==> src/rtl/mem_seq_pkg.sv <==
// Shared types and constants for the MEM-stage byte/halfword access sequencer.
package mem_seq_pkg;

    typedef enum logic [1:0] {IDLE, LO, HI, RESP} mseq_state_t;

    localparam int BYTE_W = 8;

endpackage

==> src/rtl/mem_access_sequencer.sv <==
// MEM-stage controller: splits byte/halfword loads and stores into little-endian byte accesses.
// Optional ALIGN_CHECK_EN rejects odd-address halfwords with a misalign pulse instead of accessing memory.
module mem_access_sequencer #(
    parameter int AW = 8,
    parameter int DW = 16
) (
    input  logic          clk,
    input  logic          rst,
    input  logic          req_valid,
    input  logic          req_write,
    input  logic          req_half,
    input  logic          req_signed,
    input  logic [AW-1:0] req_addr,
    input  logic [DW-1:0] req_wdata,
    output logic          busy,
    output logic          done,
    output logic [DW-1:0] rdata,
    output logic          misalign,
    output logic [AW-1:0] mem_address,
    output logic [7:0]    mem_write_data,
    output logic          mem_read,
    output logic          mem_write,
    input  logic [7:0]    mem_read_data
);
    import mem_seq_pkg::*;

    mseq_state_t       state_reg;
    logic              write_reg;
    logic              half_reg;
    logic              signed_reg;
    logic [AW-1:0]     addr_reg;
    logic [BYTE_W-1:0] wdata_hi_reg;
    logic [BYTE_W-1:0] lo_reg;
    logic [DW-1:0]     rdata_reg;
    logic              busy_reg;
    logic              done_reg;
    logic [AW-1:0]     mem_address_reg;
    logic [BYTE_W-1:0] mem_wdata_reg;
    logic              mem_read_reg;
    logic              mem_write_reg;
`ifdef ALIGN_CHECK_EN
    logic              misalign_reg;
`endif

    always_ff @(posedge clk) begin
        if (rst) begin
            state_reg       <= IDLE;
            write_reg       <= 1'b0;
            half_reg        <= 1'b0;
            signed_reg      <= 1'b0;
            addr_reg        <= '0;
            wdata_hi_reg    <= '0;
            lo_reg          <= '0;
            rdata_reg       <= '0;
            busy_reg        <= 1'b0;
            done_reg        <= 1'b0;
            mem_address_reg <= '0;
            mem_wdata_reg   <= '0;
            mem_read_reg    <= 1'b0;
            mem_write_reg   <= 1'b0;
`ifdef ALIGN_CHECK_EN
            misalign_reg    <= 1'b0;
`endif
        end else begin
            done_reg <= 1'b0;
`ifdef ALIGN_CHECK_EN
            misalign_reg <= 1'b0;
`endif
            case (state_reg)
                IDLE: begin
                    if (req_valid) begin
                        write_reg    <= req_write;
                        half_reg     <= req_half;
                        signed_reg   <= req_signed;
                        addr_reg     <= req_addr;
                        wdata_hi_reg <= req_wdata[2*BYTE_W-1:BYTE_W];
                        busy_reg     <= 1'b1;
`ifdef ALIGN_CHECK_EN
                        if (req_half && req_addr[0]) begin
                            state_reg    <= RESP;
                            done_reg     <= 1'b1;
                            misalign_reg <= 1'b1;
                        end else
`endif
                        begin
                            state_reg       <= LO;
                            mem_address_reg <= req_addr;
                            mem_wdata_reg   <= req_wdata[BYTE_W-1:0];
                            mem_read_reg    <= ~req_write;
                            mem_write_reg   <= req_write;
                        end
                    end
                end
                LO: begin
                    if (half_reg) begin
                        state_reg       <= HI;
                        mem_address_reg <= addr_reg + AW'(1);
                        mem_wdata_reg   <= wdata_hi_reg;
                        if (!write_reg)
                            lo_reg <= mem_read_data;
                    end else begin
                        state_reg     <= RESP;
                        done_reg      <= 1'b1;
                        mem_read_reg  <= 1'b0;
                        mem_write_reg <= 1'b0;
                        if (!write_reg) begin
                            if (signed_reg)
                                rdata_reg <= {{(DW-BYTE_W){mem_read_data[BYTE_W-1]}}, mem_read_data};
                            else
                                rdata_reg <= {{(DW-BYTE_W){1'b0}}, mem_read_data};
                        end
                    end
                end
                HI: begin
                    state_reg     <= RESP;
                    done_reg      <= 1'b1;
                    mem_read_reg  <= 1'b0;
                    mem_write_reg <= 1'b0;
                    if (!write_reg)
                        rdata_reg <= {mem_read_data, lo_reg};
                end
                RESP: begin
                    state_reg <= IDLE;
                    busy_reg  <= 1'b0;
                end
                default: state_reg <= IDLE;
            endcase
        end
    end

    // Strobes are masked by rst so an abort suppresses the access in the same cycle.
    assign mem_read       = mem_read_reg & ~rst;
    assign mem_write      = mem_write_reg & ~rst;
    assign mem_address    = mem_address_reg;
    assign mem_write_data = mem_wdata_reg;
    assign busy           = busy_reg;
    assign done           = done_reg;
    assign rdata          = rdata_reg;
`ifdef ALIGN_CHECK_EN
    assign misalign       = misalign_reg;
`else
    assign misalign       = 1'b0;
`endif

endmodule

==> config.mk <==
export PLATFORM = sky130hd
export DESIGN_NAME = mem_access_sequencer
export DESIGN_NICKNAME = d
export VERILOG_FILES = /design/src/rtl/mem_seq_pkg.sv /design/src/rtl/mem_access_sequencer.sv
export SDC_FILE = /design/constraint.sdc
export NUM_CORES = 1
export LEC_CHECK = 0
export CAP_MARGIN = 20
export CORE_MARGIN = 3
export CORE_UTILIZATION = 28
export CTS_BUF_LIST = sky130_fd_sc_hd__clkbuf_2 sky130_fd_sc_hd__clkbuf_4 sky130_fd_sc_hd__clkbuf_8
export DETAILED_ROUTE_END_ITERATION = 10
export PLACE_DENSITY = 0.62
export SLEW_MARGIN = 25
export SYNTH_ARGS = -nofsm -noshare
export SYNTH_HDL_FRONTEND = slang
export SYNTH_SLANG_ARGS = --single-unit
==> constraint.sdc <==
create_clock -name clk -period 1.8 [get_ports clk]
set_input_delay 0.45 -clock clk [delete_from_list [all_inputs] [get_ports clk]]
set_output_delay 0.45 -clock clk [all_outputs]
set_load 0.03 [all_outputs]
### Placed standard cells, run 1

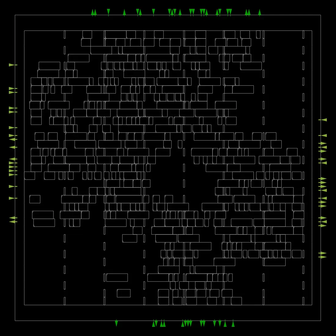
row count: 35
utilization after layout: 42.5%

### Sequential cells colored by netlist name, run 1

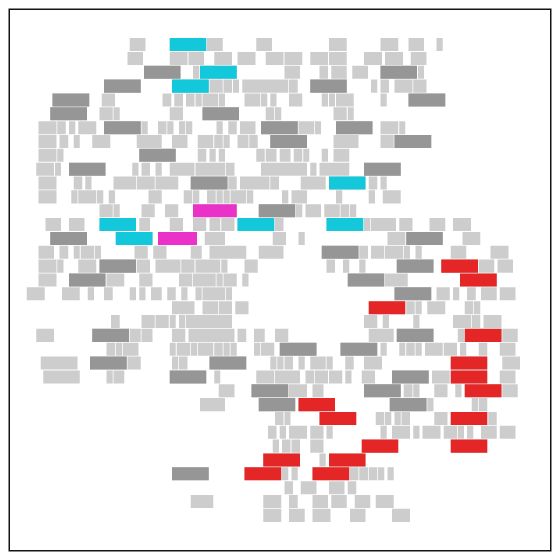
| color | netlist name | placed flops |
|---|---|---|
| magenta | `state_reg` | 2 |
| red | `rdata` | 16 |
| cyan | `mem_address` | 8 |
not colored: 39

==> results.txt, run 1 <==
flow finished, numbers: Setup Skew=6.65 ps, registers=65, Cell area leaders=dfxtp_1 (46%), nand2_1 (10%), a21oi_1 (7.7%), GRT overflow=0, max layer used=met4, CP Depth=9, Critical-path top delay cell=dfxtp_4, main flop type after synthesis=dfxtp_1, worst reg-to-reg path cell count=9, worst vdd ir=0.000737 V, Late-Pin Clk Latency=340 ps, crit-path leading delay family=buffers and inverters, WL/cell=13.7 um, hold path cells=2, register area=1310 um2, Dominant cell area share=46.4%, yosys xor share=1.25%, sw frac=43.2%, CTS root buf=clkbuf_8, Seq/Total Area, Yosys=46.4%, Internal Power=4080 uW, Clock power frac=15.6%, TritonCTS clock tree=done, count of input and output buffers=73, Cells after DPL=537, net load switching power=3100 uW, Core Box Area=9500 um2, # fillers=992, setup total negative slack=0 ps, first-pass GRT wire length=11900 um, cell taking the most area after synthesis=dfxtp_1, clock buf count=9, average cell area after synthesis=8.35 um2, max reg flops=16, clock network area share=4.40%, Total GRT Usage=13.2%, # setup viols final=0, hold buffers post-CTS=0, CTS Sinks=65, Fin Hold WS=453 ps, met2 WL post-DR=3690 um, LEAKAGE=0.00162 uW, Clock net power=1120 uW, largest net degree at the start of global routing=41, finished layout cell area=4040 um2, Tcrit/Tclk final=96.0%, Synth top cell by count=nand2_1, CP Launch Point=state_reg[0]$_SDFFE_PP0P_, fraction of area in non-clock buffers=23.8%, synth warn=0, met3 track demand over resource=3.22%, synthesis area per yosys=2800 um2, Slew Limit Fails=0, DIE WIDTH=106 um, Final Non-Filler Cells=557, Worst Path Arrival=1990 ps, min-delay src=mem_write_reg$_SDFFE_PP0P_, seq pwr=2140 uW, comb_multi_in=242, mapped cell area=2800 um2, asr flop ratio synth=0%, initial antenna violation count=0, Critical Path End=mem_address[7]$_SDFFE_PP0P_, # resized after CTS=33, Unique cell types=41, pwr dens=1780 nW/um2, DP Worst Slack=-192 ps, # IOs=75, share of post-route cells with drive strength above 1=14.7%, Detailed Place HPWL=5270 um, fa+ha+maj area frac=2.68%, combinational group power=3920 uW, R2R Setup Slk=70 ps, CP Class=flop to flop, Pwr Total=7180 uW, Reg clk slew, reported paths=80 ps, AO/OA Area Share=17.3%, Via density=4.61, logic area=1420 um2, status=finished clean, worst hold path type=flop to flop, H-tree levels=3, clock buffer depth=2, inverters=5, Final #Nets=467, fraction of area in registers=32.3%, routability congestion estimate=0.770, Registers, synthesis=65, top cell category=logic gates, Synth Net Count=380, CP bufs+invs=4, Top cells excl fill/tap=nand2_1 (77), dfxtp_1 (63), a21oi_1 (43), ant diodes=0, cells after synthesis=336, Comb area share=35.0%, Die Footprint=11300 um2, vias in the first global route=2456, M1 GR Usage=17.3%, Post-synth EDFFs=0, Post-route DRC=0, final worst slack=72.5 ps, Post-DRT Antenna Nets=0, Yosys Instances=336, Max power group=combinational logic, worst reg2reg path endpoint=mem_address[7]$_SDFFE_PP0P_
### Signal wires on met2, run 1

Bar = 20 um.
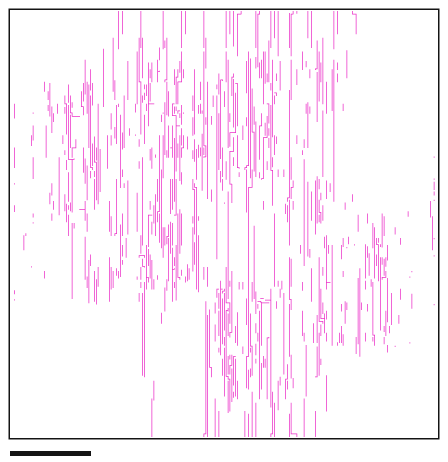
wire length on this layer: 3690 um
main direction: vertical
total wire length: 7650 um
vias post-DR: 2569
met2 Use GR: 21.2%

## Run 2: what changed since run 1
==> constraint.sdc (replaced) <==
create_clock -name clk -period 1.8 [get_ports clk]
set_input_delay 0.27 -clock clk [delete_from_list [all_inputs] [get_ports clk]]
set_output_delay 0.27 -clock clk [all_outputs]
set_load 0.03 [all_outputs]
### Sequential cells colored by netlist name, run 2

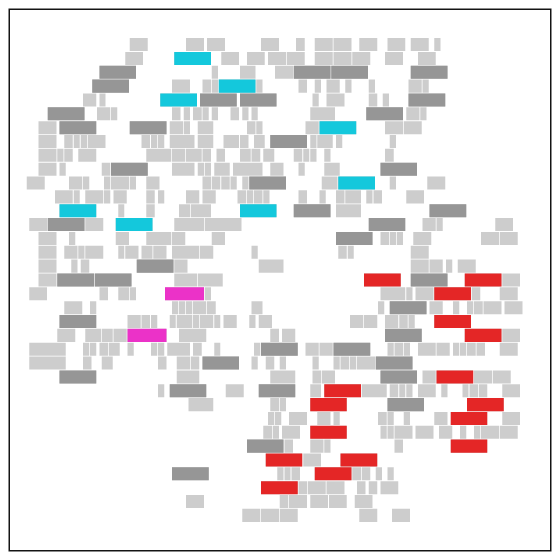
| color | netlist name | placed flops |
|---|---|---|
| magenta | `state_reg` | 2 |
| red | `rdata` | 16 |
| cyan | `mem_address` | 8 |
not colored: 39
fraction of area in registers: 33.1%
seq pwr: 2130 uW

==> run 2 against run 1 <==
  * First-iteration DRC count grew 17%
  * Clock skew is essentially flat
  * Largest power group unchanged
  * Critical path type unchanged
  * Combinational power shrank 7.1%
==> results.txt, run 2 <==
flow finished, numbers: status=finished clean (unchanged), Clock power frac=15.5% (was 15.6%), Dominant cell area share=46.4% (unchanged), synthesis area per yosys=2800 um2 (unchanged), asr flop ratio synth=0% (unchanged), CTS root buf=clkbuf_8 (unchanged), CP Launch Point=state_reg[1]$_SDFFE_PP0P_ (was state_reg[0]$_SDFFE_PP0P_), Clock net power=1060 uW (was 1120 uW), # fillers=964 (was 992), FP Util=29.5% (unchanged), mux frac, synth=6.43% (unchanged), logic area=1380 um2 (was 1420 um2), total wire length=7160 um (was 7650 um), Registers, synthesis=65 (unchanged), sw frac=41.4% (was 43.2%), # IOs=75 (unchanged), Final Non-Filler Cells=549 (was 557), Detailed Place HPWL=5210 um (was 5270 um), CP Cell Sequence=inv_1 -> ha_2 -> nor2_2 -> or3_4 -> a211o_1 -> a21oi_1 (was inv_2 -> ha_4 -> nor2b_4 -> buf_4 -> nor3_4 -> buf_6 -> clkbuf_16 -> nand4b_1 -> o221ai_1), Post-synth EDFFs=0 (unchanged), main flop type after synthesis=dfxtp_1 (unchanged), Pwr Total=6830 uW (was 7180 uW), initial antenna violation count=0 (unchanged), DR pass1 iterations=5 (was 4), Internal Power=4000 uW (was 4080 uW), top cell category=logic gates (unchanged), worst vdd ir=0.00110 V (was 0.000737 V), gr busiest metal=met2 (unchanged), Setup Skew=6.56 ps (was 6.65 ps), Area growth syn-to-layout=40.3% (was 44.1%), GRT overflow=0 (unchanged), Seq/Total Area, Yosys=46.4% (unchanged), combinational group power=3640 uW (was 3920 uW), hold path cells=3 (was 2), AO/OA Area Share=17.3% (unchanged), yosys xor share=1.25% (unchanged), Synth top cell by count=nand2_1 (unchanged), inverters=5 (unchanged), Setup Buffers After CTS=0 (unchanged), Max-Cap Viols=0 (unchanged), min-delay src=rst (was mem_write_reg$_SDFFE_PP0P_), worst reg-to-reg path cell count=6 (was 9), fraction of area in non-clock buffers=22.9% (was 23.8%), Worst R2R Start=state_reg[1]$_SDFFE_PP0P_ (was state_reg[0]$_SDFFE_PP0P_), DIE WIDTH=106 um (unchanged), Core Box Area=9500 um2 (unchanged), critical-path maximum fanout=7 (was 13), Via density=4.60 (was 4.61), met2 WL post-DR=3410 um (was 3690 um), largest net degree at the start of global routing=28 (was 41), pwr dens=1740 nW/um2 (was 1780 nW/um2), Synth Net Count=380 (unchanged), placed standard-cell area=3750 um2 (was 3780 um2), CP Class=flop to flop (unchanged), cells after synthesis=336 (unchanged), mapped cell area=2800 um2 (unchanged), Critical-path top delay cell=or3_4 (was dfxtp_4), net load switching power=2830 uW (was 3100 uW), max reg flops=16 (unchanged), most frequent cells after synthesis=nand2_1 (77), dfxtp_1 (65), a21oi_1 (43) (unchanged), critical path data required time=2060 ps (about the same), cell taking the most area after synthesis=dfxtp_1 (unchanged), Cell area leaders=dfxtp_1 (46%), nand2_1 (10%), a21oi_1 (7.7%) (unchanged), Period minus WS final=1660 ps (was 1730 ps), Unique cell types=41 (unchanged), CTS Sinks=65 (unchanged), # resized after CTS=1 (was 33), Slew Limit Fails=0 (unchanged), vias post-DR=2524 (was 2569), Worst Path Arrival=1920 ps (was 1990 ps), Worst Hold Endpoint=wdata_hi_reg[1]$_SDFFE_PP0P_ (was mem_write_reg$_SDFFE_PP0P_), finished layout cell area=3930 um2 (was 4040 um2), RSZ-0062 raised after global routing=false, # setup viols final=0 (unchanged), max incr delay on CP=440 ps (was 380 ps), Gate power share=53.3% (was 54.6%), TritonCTS clock tree=done (unchanged), crit path launch type=flop (unchanged), bufs w/o clock=92 (was 100), setup total negative slack=0 ps (unchanged), average cell area after synthesis=8.35 um2 (unchanged), Die Footprint=11300 um2 (unchanged), Cells after DPL=533 (was 537), number of DRC markers in iteration 0=124 (was 106), Comb area share=35.1% (was 35.0%), registers=65 (unchanged), comb_multi_in=242 (unchanged), worst reg2reg path endpoint=mem_address[3]$_SDFFE_PP0P_ (was mem_address[7]$_SDFFE_PP0P_), Main logic family=simple AND/OR/NAND/NOR gates (unchanged), count of input and output buffers=73 (unchanged), M1 GR Usage=17.2% (was 17.3%), synth warn=0 (unchanged), Final #Nets=459 (was 467), Late-Pin Clk Latency=330 ps (was 340 ps), fa+ha+maj area frac=2.68% (unchanged), Post-DRT Antenna Nets=0 (unchanged), register area=1300 um2 (was 1310 um2), Well Taps=129 (unchanged), max layer used=met4 (unchanged), row count=35 (unchanged), DP Worst Slack=-85.8 ps (was -192 ps), Total GRT Usage=13.3% (was 13.2%), Top cells excl fill/tap=nand2_1 (77), clkdlybuf4s50_1 (70), dfxtp_1 (63) (was nand2_1 (77), dfxtp_1 (63), a21oi_1 (43)), met3 track demand over resource=4.68% (was 3.22%), final worst slack=138 ps (was 72.5 ps), R2R Setup Slk=140 ps (was 70 ps), met3 wire length=359 um (was 280 um), Post-route DRC=0 (unchanged), ant diodes=0 (unchanged), clock buf count=12 (was 9), clock buffer depth=2 (unchanged), hold buffers post-CTS=0 (unchanged), CP bufs+invs=1 (was 4), CP Depth=6 (was 9), crit-path leading delay family=simple AND/OR/NAND/NOR gates (was buffers and inverters), Reg clk slew, reported paths=70 ps (was 80 ps), Max power group=combinational logic (unchanged), routability congestion estimate=0.795 (was 0.770), WL/cell=13.0 um (was 13.7 um), H-tree levels=3 (unchanged), Max Clk Rate=602 MHz (was 579 MHz), worst hold path type=primary input to flop (was flop to flop), share of post-route cells with drive strength above 1=11.9% (was 14.7%), Tcrit/Tclk final=92.4% (was 96.0%), Critical Path End=mem_address[3]$_SDFFE_PP0P_ (was mem_address[7]$_SDFFE_PP0P_), endpoint class of the critical path=flop (unchanged), LEAKAGE=0.00143 uW (was 0.00162 uW), Yosys Instances=336 (unchanged), Tool Warnings=30 (unchanged), vias in the first global route=2377 (was 2456), utilization after layout=41.4% (was 42.5%), Fin Hold WS=438 ps (was 453 ps), first-pass GRT wire length=11900 um (unchanged), clock network area share=4.23% (was 4.40%), most frequent logic cell in the layout=nand2_1 (unchanged), met2 Use GR=20.9% (was 21.2%)
Power and IR drop assume default switching activity.
